$ cat config.mk
export PLATFORM = sky130hd
export DESIGN_NAME = div_unit
export DESIGN_NICKNAME = d
export VERILOG_FILES = /design/src/rtl/div_unit_pkg.sv /design/src/rtl/div_unit_step.sv /design/src/rtl/div_unit.sv
export SDC_FILE = /design/constraint.sdc
export NUM_CORES = 1
export LEC_CHECK = 0
export CORE_ASPECT_RATIO = 0.7
export CORE_MARGIN = 3
export CORE_UTILIZATION = 50
export CTS_BUF_LIST = sky130_fd_sc_hd__clkbuf_16
export DETAILED_ROUTE_END_ITERATION = 10
export GPL_TIMING_DRIVEN = 0
export PLACE_DENSITY = 0.74
export SLEW_MARGIN = 20
export SYNTH_ARGS = -nofsm -noshare
export SYNTH_HDL_FRONTEND = slang
export SYNTH_HIERARCHICAL = 1
export SYNTH_SLANG_ARGS = --single-unit
$ cat constraint.sdc
create_clock -name clk -period 4.7 [get_ports clk]
set_clock_uncertainty 0.1 [all_clocks]
set_input_delay 0.94 -clock clk [delete_from_list [all_inputs] [get_ports clk]]
set_output_delay 0.94 -clock clk [all_outputs]
set_load 0.02 [all_outputs]
$ cat src/rtl/div_unit_pkg.sv
// Shared widths, FSM encoding and sign helper for the EX-stage divider.
package div_unit_pkg;

  localparam int unsigned REG_BUS        = 32;
  localparam int unsigned DIV_RESULT_BUS = 64;
  localparam int unsigned DIV_CNT_BUS    = 5;

  localparam logic ENABLED  = 1'b1;
  localparam logic DISABLED = 1'b0;

  typedef enum logic [1:0] {
    DIV_FREE = 2'b00,
    DIV_ON   = 2'b01,
    DIV_END  = 2'b10
  } div_state_e;

  function automatic logic [REG_BUS-1:0] neg_if(input logic neg, input logic [REG_BUS-1:0] v);
    return neg ? -v : v;
  endfunction

endpackage

$ cat src/rtl/div_unit_step.sv
// One restoring division iteration on the 65-bit {rem[32:0], quo[31:0]} register.
module div_unit_step
  import div_unit_pkg::*;
(
  input  logic [2*REG_BUS:0]   work_i,
  input  logic [REG_BUS-1:0]   divisor_i,
  output logic [2*REG_BUS:0]   work_o
);

  logic [REG_BUS+1:0] diff;

  // work_i[64:31] is the partial remainder after the left shift; bit 33 of diff is the borrow.
  always_comb begin
    diff   = work_i[2*REG_BUS:REG_BUS-1] - {2'b00, divisor_i};
    work_o = {work_i[2*REG_BUS-1:0], 1'b0};
    if (!diff[REG_BUS+1]) begin
      work_o = {diff[REG_BUS:0], work_i[REG_BUS-2:0], 1'b1};
    end
  end

endmodule

$ cat src/rtl/div_unit.sv
// Iterative 32-bit restoring divider (DIV/DIVU/REM/REMU) with EX stall request.
// Optional macro DIV_ZERO_FAST_EN: zero divisor completes in one cycle.
module div_unit
  import div_unit_pkg::*;
(
  input  logic                      clk,
  input  logic                      rst,
  input  logic                      signed_div_i,
  input  logic [REG_BUS-1:0]        opdata1_i,
  input  logic [REG_BUS-1:0]        opdata2_i,
  input  logic                      start_i,
  input  logic                      annul_i,
  output logic [DIV_RESULT_BUS-1:0] result_o,
  output logic                      ready_o,
  output logic                      stallreq_o
);

`ifdef DIV_ZERO_FAST_EN
  localparam logic ZERO_FAST = ENABLED;
`else
  localparam logic ZERO_FAST = DISABLED;
`endif

  div_state_e             state, next_state;
  logic [DIV_CNT_BUS-1:0] cnt;
  logic [2*REG_BUS:0]     work, step_out;
  logic [REG_BUS-1:0]     divisor_r;
  logic                   quo_neg, rem_neg, zero_div;

  logic                   dvd_neg, dvs_neg, div_zero, accept;
  logic [REG_BUS-1:0]     abs_dvd, abs_dvs, quo, rem;

  assign dvd_neg  = signed_div_i & opdata1_i[REG_BUS-1];
  assign dvs_neg  = signed_div_i & opdata2_i[REG_BUS-1];
  assign abs_dvd  = neg_if(dvd_neg, opdata1_i);
  assign abs_dvs  = neg_if(dvs_neg, opdata2_i);
  assign div_zero = (opdata2_i == '0);
  assign accept   = (state == DIV_FREE) && start_i && !annul_i;

  div_unit_step u_step (
    .work_i    (work),
    .divisor_i (divisor_r),
    .work_o    (step_out)
  );

  always_comb begin
    next_state = state;
    case (state)
      DIV_FREE: if (accept) next_state = (ZERO_FAST && div_zero) ? DIV_END : DIV_ON;
      DIV_ON: begin
        if (annul_i)         next_state = DIV_FREE;
        else if (cnt == '1)  next_state = DIV_END;
      end
      DIV_END:  next_state = DIV_FREE;
      default:  next_state = DIV_FREE;
    endcase
  end

  always_ff @(posedge clk or negedge rst) begin
    if (!rst) begin
      state     <= DIV_FREE;
      cnt       <= '0;
      work      <= '0;
      divisor_r <= '0;
      quo_neg   <= 1'b0;
      rem_neg   <= 1'b0;
      zero_div  <= 1'b0;
    end else begin
      state <= next_state;
      if (accept) begin
        cnt       <= '0;
        divisor_r <= abs_dvs;
        quo_neg   <= dvd_neg ^ dvs_neg;
        rem_neg   <= dvd_neg;
        zero_div  <= div_zero;
        // Fast path parks |dividend| in the remainder field so DIV_END's sign fix restores it.
        work      <= (ZERO_FAST && div_zero) ? {1'b0, abs_dvd, {REG_BUS{1'b0}}}
                                             : {{(REG_BUS+1){1'b0}}, abs_dvd};
      end else if (state == DIV_ON && !annul_i) begin
        work <= step_out;
        cnt  <= cnt + DIV_CNT_BUS'(1);
      end
    end
  end

  // A zero divisor leaves rem = |dividend| after 32 steps, so only the quotient needs overriding.
  always_comb begin
    quo = zero_div ? '1 : neg_if(quo_neg, work[REG_BUS-1:0]);
    rem = neg_if(rem_neg, work[2*REG_BUS-1:REG_BUS]);
  end

  assign ready_o    = (state == DIV_END);
  assign result_o   = ready_o ? {rem, quo} : '0;
  assign stallreq_o = start_i & ~ready_o;

endmodule

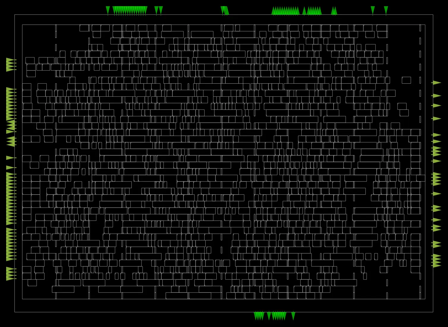
**Above:** run 1 (cell outlines without signal wires).
number of core rows: 42
post-route core utilization: 0.622
area inside the core boundary: 0.0192 mm^2
Seq/total area: 0.225

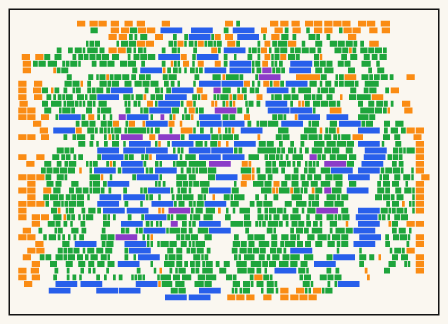
**Above:** run 1 (cell classes on the final placement).
remaining logic cells: shown in green, cells 1012. registers: shown in blue, cells 107. remaining buffers and delay cells: shown in orange, cells 235. clock drivers and dummy loads: shown in purple, cells 16.
post-route cell area: 0.0119 mm^2

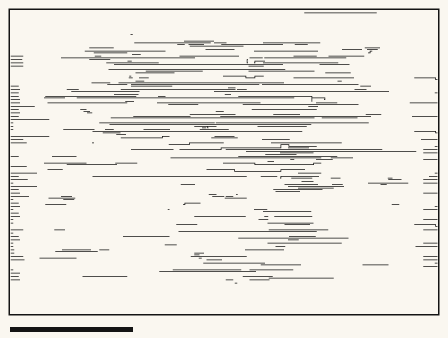
**Above:** run 1 (M3 wires).
The bar under the picture is 50 um long.
The wires run mostly horizontal. 248 nets have wire on it. The layer holds 13% of the routed length.

==> Changelog: implementation, run 1 <==
## Implementation

- CTS hold repair buffers: 0
- Number of maximum-capacitance violations: 0
- Remaining max-slew budget at the tightest pin: 0.388
- Number of sinks handled by clock tree synthesis: 107
- Avg Cell Area, Syn: 8.14 um^2
- Number of antenna violations at the first check in global routing: 0
- Aggregate global-route resource usage: 0.287
- Reg-to-reg critical path endpoint: work[59]$_DFFE_PN0P_
- Leakage component of the power: 5.02 nW
- Pre-Repair DR Iteration Count: 5
- Highest cell delay on the worst timing path: 0.63 ns
- Post-layout nets: 1473
- Startpoint types: flop
- Number of routed nets with antenna violations: 0
- Hold Crit Class: primary input to asynchronous set/reset pin
- Pre-placement core utilization: 0.518
- Synthesized chip area reported by yosys: 0.00993 mm^2
- Yosys synthesis warning count: 6
- R2r setup slk: 0.85 ns
- Setup violation total in the final timing report: 0
- Die boundary width: 174 um
- Sw Share: 0.477
- Pwr/cell area: 558 mW/mm^2
- Number of global-route vias before repair: 8979
- Internal power summed over all cells: 3.48 mW
- Class of the most critical setup path: flop to output port
- Number of pins with negative max-slew slack in the final report: 0
- Predominant post-synthesis flop cell: dfrtp_1
- Critical path depth: 7
- Count of buffers inserted at the top-level ports: 134
- Mapped Cells: 1219
- Cell accounting for the most synthesized area: dfrtp_1
- Setup crit start: work[34]$_DFFE_PN0P_
- Crit path DRT: 3.66 ns
- Outcome: completed
- Final cycle utilization of the critical path: 0.952
- Worst setup endpoint: result_o[59]
- Routed via count: 9847
- H-tree levels: 3
- CTS tree: built
- Clock buffer depth: 2
- Cell with the largest stage delay on the worst path: or4_1
- Syn Nets: 1327
- Share of the synthesized area in the top cell type: 0.270
## run 1: registers in the layout (all words and copies together), names as in the netlist
signal	cells
cnt	5
divisor_r	32
quo_neg	1
rem_neg	1
state	2
work	65
zero_div	1
## run 1: layout by cell type (no fill, tap or decap), types with 25 or more instances in the layout
cell,instances
nand2_1,140
clkdlybuf4s50_1,133
dfrtp_1,107
xor2_1,94
a21oi_1,88
nor2_1,85
o21ai_0,70
clkbuf_1,57
inv_1,49
xnor2_1,48
ha_1,38
o31ai_1,37
a22o_1,35
buf_4,34
a21o_1,25
## run 1: stage by stage
| stage | TNS, ns | setup slack (ns) | cell area (um^2) | cells | hold slack, ns |
|---|---|---|---|---|---|
| 3_3_place_gp | -165.10 | -1.55 | 11600 | 1617 | 0.357 |
| 6_report | 0 | 0.226 | 11900 | 1634 | 0.351 |
| 2_1_floorplan | 0 | 1.23 | 9930 | 1219 | 0.339 |
| 4_1_cts | 0 | 0.267 | 11900 | 1634 | 0.351 |
| 5_1_grt | 0 | 0.0660 | 11900 | 1634 | 0.361 |
| 3_5_place_dp | 0 | 0.361 | 11600 | 1618 | 0.365 |
## run 1: power by group through the flow
stage	sequential (mW)	clock [mW]	combinational, mW
6_report	1.72	0.744	4.19
5_1_grt	1.76	0.786	4.59
4_1_cts	1.69	0.752	4.10
3_5_place_dp	1.71	0	4.05
3_3_place_gp	1.69	0	3.98
2_1_floorplan	1.52	0	3.23
## run 1: how the worst min path moves through the flow
stage                                   start                         to  cells past startpoint
finish                                    rst       work[61]$_DFFE_PN0P_                      1
global route                              rst       work[54]$_DFFE_PN0P_                      1
CTS                                       rst       work[54]$_DFFE_PN0P_                      1
detailed placement  divisor_r[31]$_DFFE_PN0P_  divisor_r[31]$_DFFE_PN0P_                      2
global placement    divisor_r[31]$_DFFE_PN0P_  divisor_r[31]$_DFFE_PN0P_                      2
floorplan           divisor_r[31]$_DFFE_PN0P_  divisor_r[31]$_DFFE_PN0P_                      2
## run 1: routing by layer
layer,vias to the layer above,routed length [um],global-route usage
li1,4694,-,-
met1,4650,15300,0.459
met2,482,11600,0.370
met3,21,3910,0.0951
met4,0,280,0.0467
met5,-,0,0
## run 1: area by class of cell
class	instances	area [um^2]
fill	1683	7260
multi-input combinational	962	6510
sequential	107	2680
timing repair buffer	135	1370
buffer	100	567
tap	264	330
clock buffer	9	225
inverter	50	188
clock inverter	7	60.1
## run 1: cells by family after synthesis
| logic type | Yosys count | share of synthesized area |
|---|---|---|
| AND-OR/OR-AND | 348 | 0.237 |
| flip-flops | 107 | 0.270 |
| buffers and inverters | 150 | 0.0760 |
| XOR/XNOR | 142 | 0.125 |
| multiplexers | 36 | 0.0393 |
| adder cells (fa/ha/maj) | 39 | 0.0499 |
| AND/OR/NAND/NOR | 397 | 0.202 |
--- run 2 (diff from run 1) ---
--- a/config.mk
+++ b/config.mk
@@ -7,11 +7,11 @@
 export LEC_CHECK = 0
 export CORE_ASPECT_RATIO = 0.7
 export CORE_MARGIN = 3
-export CORE_UTILIZATION = 50
+export CORE_UTILIZATION = 43
 export CTS_BUF_LIST = sky130_fd_sc_hd__clkbuf_16
 export DETAILED_ROUTE_END_ITERATION = 10
 export GPL_TIMING_DRIVEN = 0
-export PLACE_DENSITY = 0.74
+export PLACE_DENSITY = 0.65
 export SLEW_MARGIN = 20
 export SYNTH_ARGS = -nofsm -noshare
 export SYNTH_HDL_FRONTEND = slang
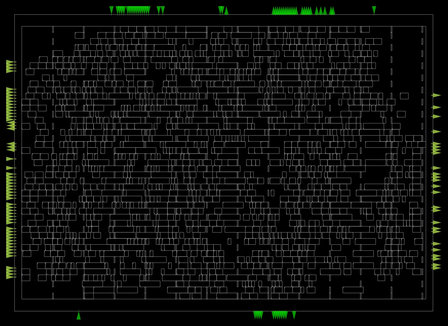
**Above:** run 2 (cell outlines without signal wires).
post-route core utilization: 0.541
number of core rows: 45
area inside the core boundary: 0.0222 mm^2
Post-Layout Cell Count: 1675

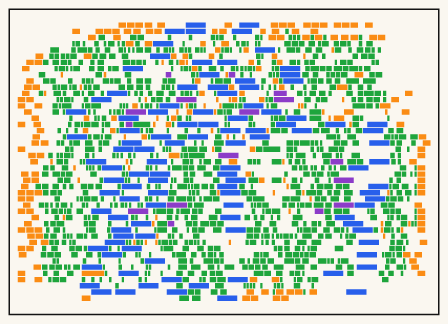
**Above:** run 2 (cell classes on the final placement).
registers: shown in blue, cells 107. remaining buffers and delay cells: shown in orange, cells 235. clock drivers and dummy loads: shown in purple, cells 16. remaining logic cells: shown in green, cells 1012.

==> run 2 against run 1 <==
Core utilization decreased by 8.1 points. First-iteration DRC count grew 4.3%. Clock power is 5.2% higher. Sequential power about the same. Die size grew 16%. Critical endpoint is now result_o[53]. Synthesized cell count unchanged. Largest power group unchanged. Via count barely moved. Synthesized area did not move. Sequential share of layout area is 0.13 points lower. Routed wire length grew 4.7%. Worst hold slack gained 0.016 ns. Cell area grew 0.58%.
==> Changelog: implementation, run 2 <==
## Implementation

- Die boundary width: 188 um (was 174 um)
- Number of antenna violations at the first check in global routing: 0 (unchanged)
- Pre-placement core utilization: 0.447 (was 0.518)
- Pre-Repair DR Iteration Count: 7 (was 5)
- Startpoint types: flop (unchanged)
- Worst setup slack after layout: 0.279 ns (was 0.226 ns)
- Cell with the largest stage delay on the worst path: or4_1 (unchanged)
- Xor and xnor area share after synthesis: 0.125 (unchanged)
- Number of routed nets with antenna violations: 0 (unchanged)
- Number of maximum-capacitance violations: 0 (unchanged)
- CTS tree: built (unchanged)
- Outcome: completed (unchanged)
- Setup violation total in the final timing report: 0 (unchanged)
- Post-place setup slack: 0.437 ns (was 0.361 ns)
- Cell accounting for the most synthesized area: dfrtp_1 (unchanged)
- Number of sinks handled by clock tree synthesis: 107 (unchanged)
- Synth mux share: 0.0393 (unchanged)
- Synthesized chip area reported by yosys: 0.00993 mm^2 (unchanged)
- Pwr/cell area: 561 mW/mm^2 (was 558 mW/mm^2)
- Number of flip-flops under the largest register name: 65 (unchanged)
- Reg-to-reg critical path endpoint: work[49]$_DFFE_PN0P_ (was work[59]$_DFFE_PN0P_)
- Number of pins with negative max-slew slack in the final report: 0 (unchanged)
- Met2 routing resource usage after global routing: 0.332 (was 0.370)
- Yosys synthesis warning count: 6 (unchanged)
- Class of the most critical setup path: flop to output port (unchanged)
- Remaining max-slew budget at the tightest pin: 0.320 (was 0.388)
- Syn Nets: 1327 (unchanged)
- Number of global-route vias before repair: 8949 (was 8979)
- GRT Max-Usage Layer: met1 (unchanged)
- Comb area leader: AND-OR/OR-AND gates (unchanged)
- Aggregate global-route resource usage: 0.256 (was 0.287)
- Setup crit start: work[34]$_DFFE_PN0P_ (unchanged)
- Highest cell delay on the worst timing path: 0.60 ns (was 0.63 ns)
- Final cycle utilization of the critical path: 0.941 (was 0.952)
- Fraction of met1 tracks used by global routing: 0.437 (was 0.459)
- Registers with the most flip-flops: work: 65 flops, divisor_r: 32 flops, cnt: 5 flops (unchanged)
- H-tree levels: 3 (unchanged)
- Share of the synthesized area in the top cell type: 0.270 (unchanged)
- Clock buffer depth: 2 (unchanged)
- Top cell excl fill/tap: nand2_1 (unchanged)
- Predominant post-synthesis flop cell: dfrtp_1 (unchanged)
- Mapped Cells: 1219 (unchanged)
- GRT met3 Usage: 0.0447 (was 0.0951)
- Hold Crit Class: primary input to asynchronous set/reset pin (unchanged)
- R2r setup slk: 0.83 ns (was 0.85 ns)
- Post-layout nets: 1473 (unchanged)
- Compound-Gate Fraction of Synth Area: 0.237 (unchanged)
- FF+latch area: 0.00268 mm^2 (unchanged)
- Routed via count: 9844 (was 9847)
- Simple-gate portion of the synthesized area: 0.202 (unchanged)
- Avg Cell Area, Syn: 8.14 um^2 (unchanged)
## run 2: cell counts after synthesis
Identical to the previous run, type by type.
## run 2: critical path, delay by kind of cell (launching register included)
family	cells	cell delay [ns]
simple gates	3	1.12
buf+inv	2	0.89
flops	1	0.50
compound gates	1	0.37
xor+xnor	1	0.13
## run 2: power by group
group	internal [mW]	leakage (nW)	switching [mW]
clock network	0.378	0.144	0.405
logic	1.91	3.54	2.31
registers	1.20	1.34	0.528
## run 2: area by class of cell
class | instances | area share
plain buffers | 100 | 0.0473
inverters | 50 | 0.0156
flip-flops and latches | 107 | 0.223
clock inverters | 7 | 0.00647
well taps | 305 | 0.0318
repair buffers | 135 | 0.114
multi-input cells | 962 | 0.543
clock buffers | 9 | 0.0188
## run 2: routing by layer
layer | routed length (um) | vias up
met5 | 0 | -
li1 | - | 4691
met4 | 152 | 0
met2 | 12200 | 393
met1 | 17600 | 4747
met3 | 2600 | 13
## run 2: through the flow
| step | power, mW | hold slack, ns | cells | cell area (um^2) | setup TNS, ns |
|---|---|---|---|---|---|
| global route | 7.22 | 0.390 | 1675 | 12000 | 0 |
| finish | 6.73 | 0.367 | 1675 | 12000 | 0 |
| floorplan | 4.76 | 0.339 | 1219 | 9930 | 0 |
| detailed placement | 5.82 | 0.370 | 1659 | 11700 | 0 |
| CTS | 6.64 | 0.374 | 1675 | 12000 | 0 |
| global placement | 5.76 | 0.359 | 1658 | 11600 | -176.62 |
## run 2: worst max-delay path by stage
stage | endpoint | slack [ns] | cells after the start
global route | result_o[56] | 0.09 | 6
global placement | work[22]$_DFFE_PN0P_ | -1.66 | 1
floorplan | result_o[21] | 1.23 | 4
CTS | result_o[60] | 0.03 | 8
detailed placement | result_o[60] | 0.44 | 8
finish | result_o[53] | 0.28 | 7
## run 2: timing repair
action	in CTS	in global routing
setup buffers	0	0
endpoints found under the setup margin	0	7
hold buffers	0	0
resized	0	1
## run 2: cell families after synthesis
family	count (synthesis)
flops	107
xor+xnor	142
compound gates	348
fa+ha+maj	39
mux	36
simple gates	397
buf+inv	150
No activity file was given, so power comes from the tool's default toggle rates.
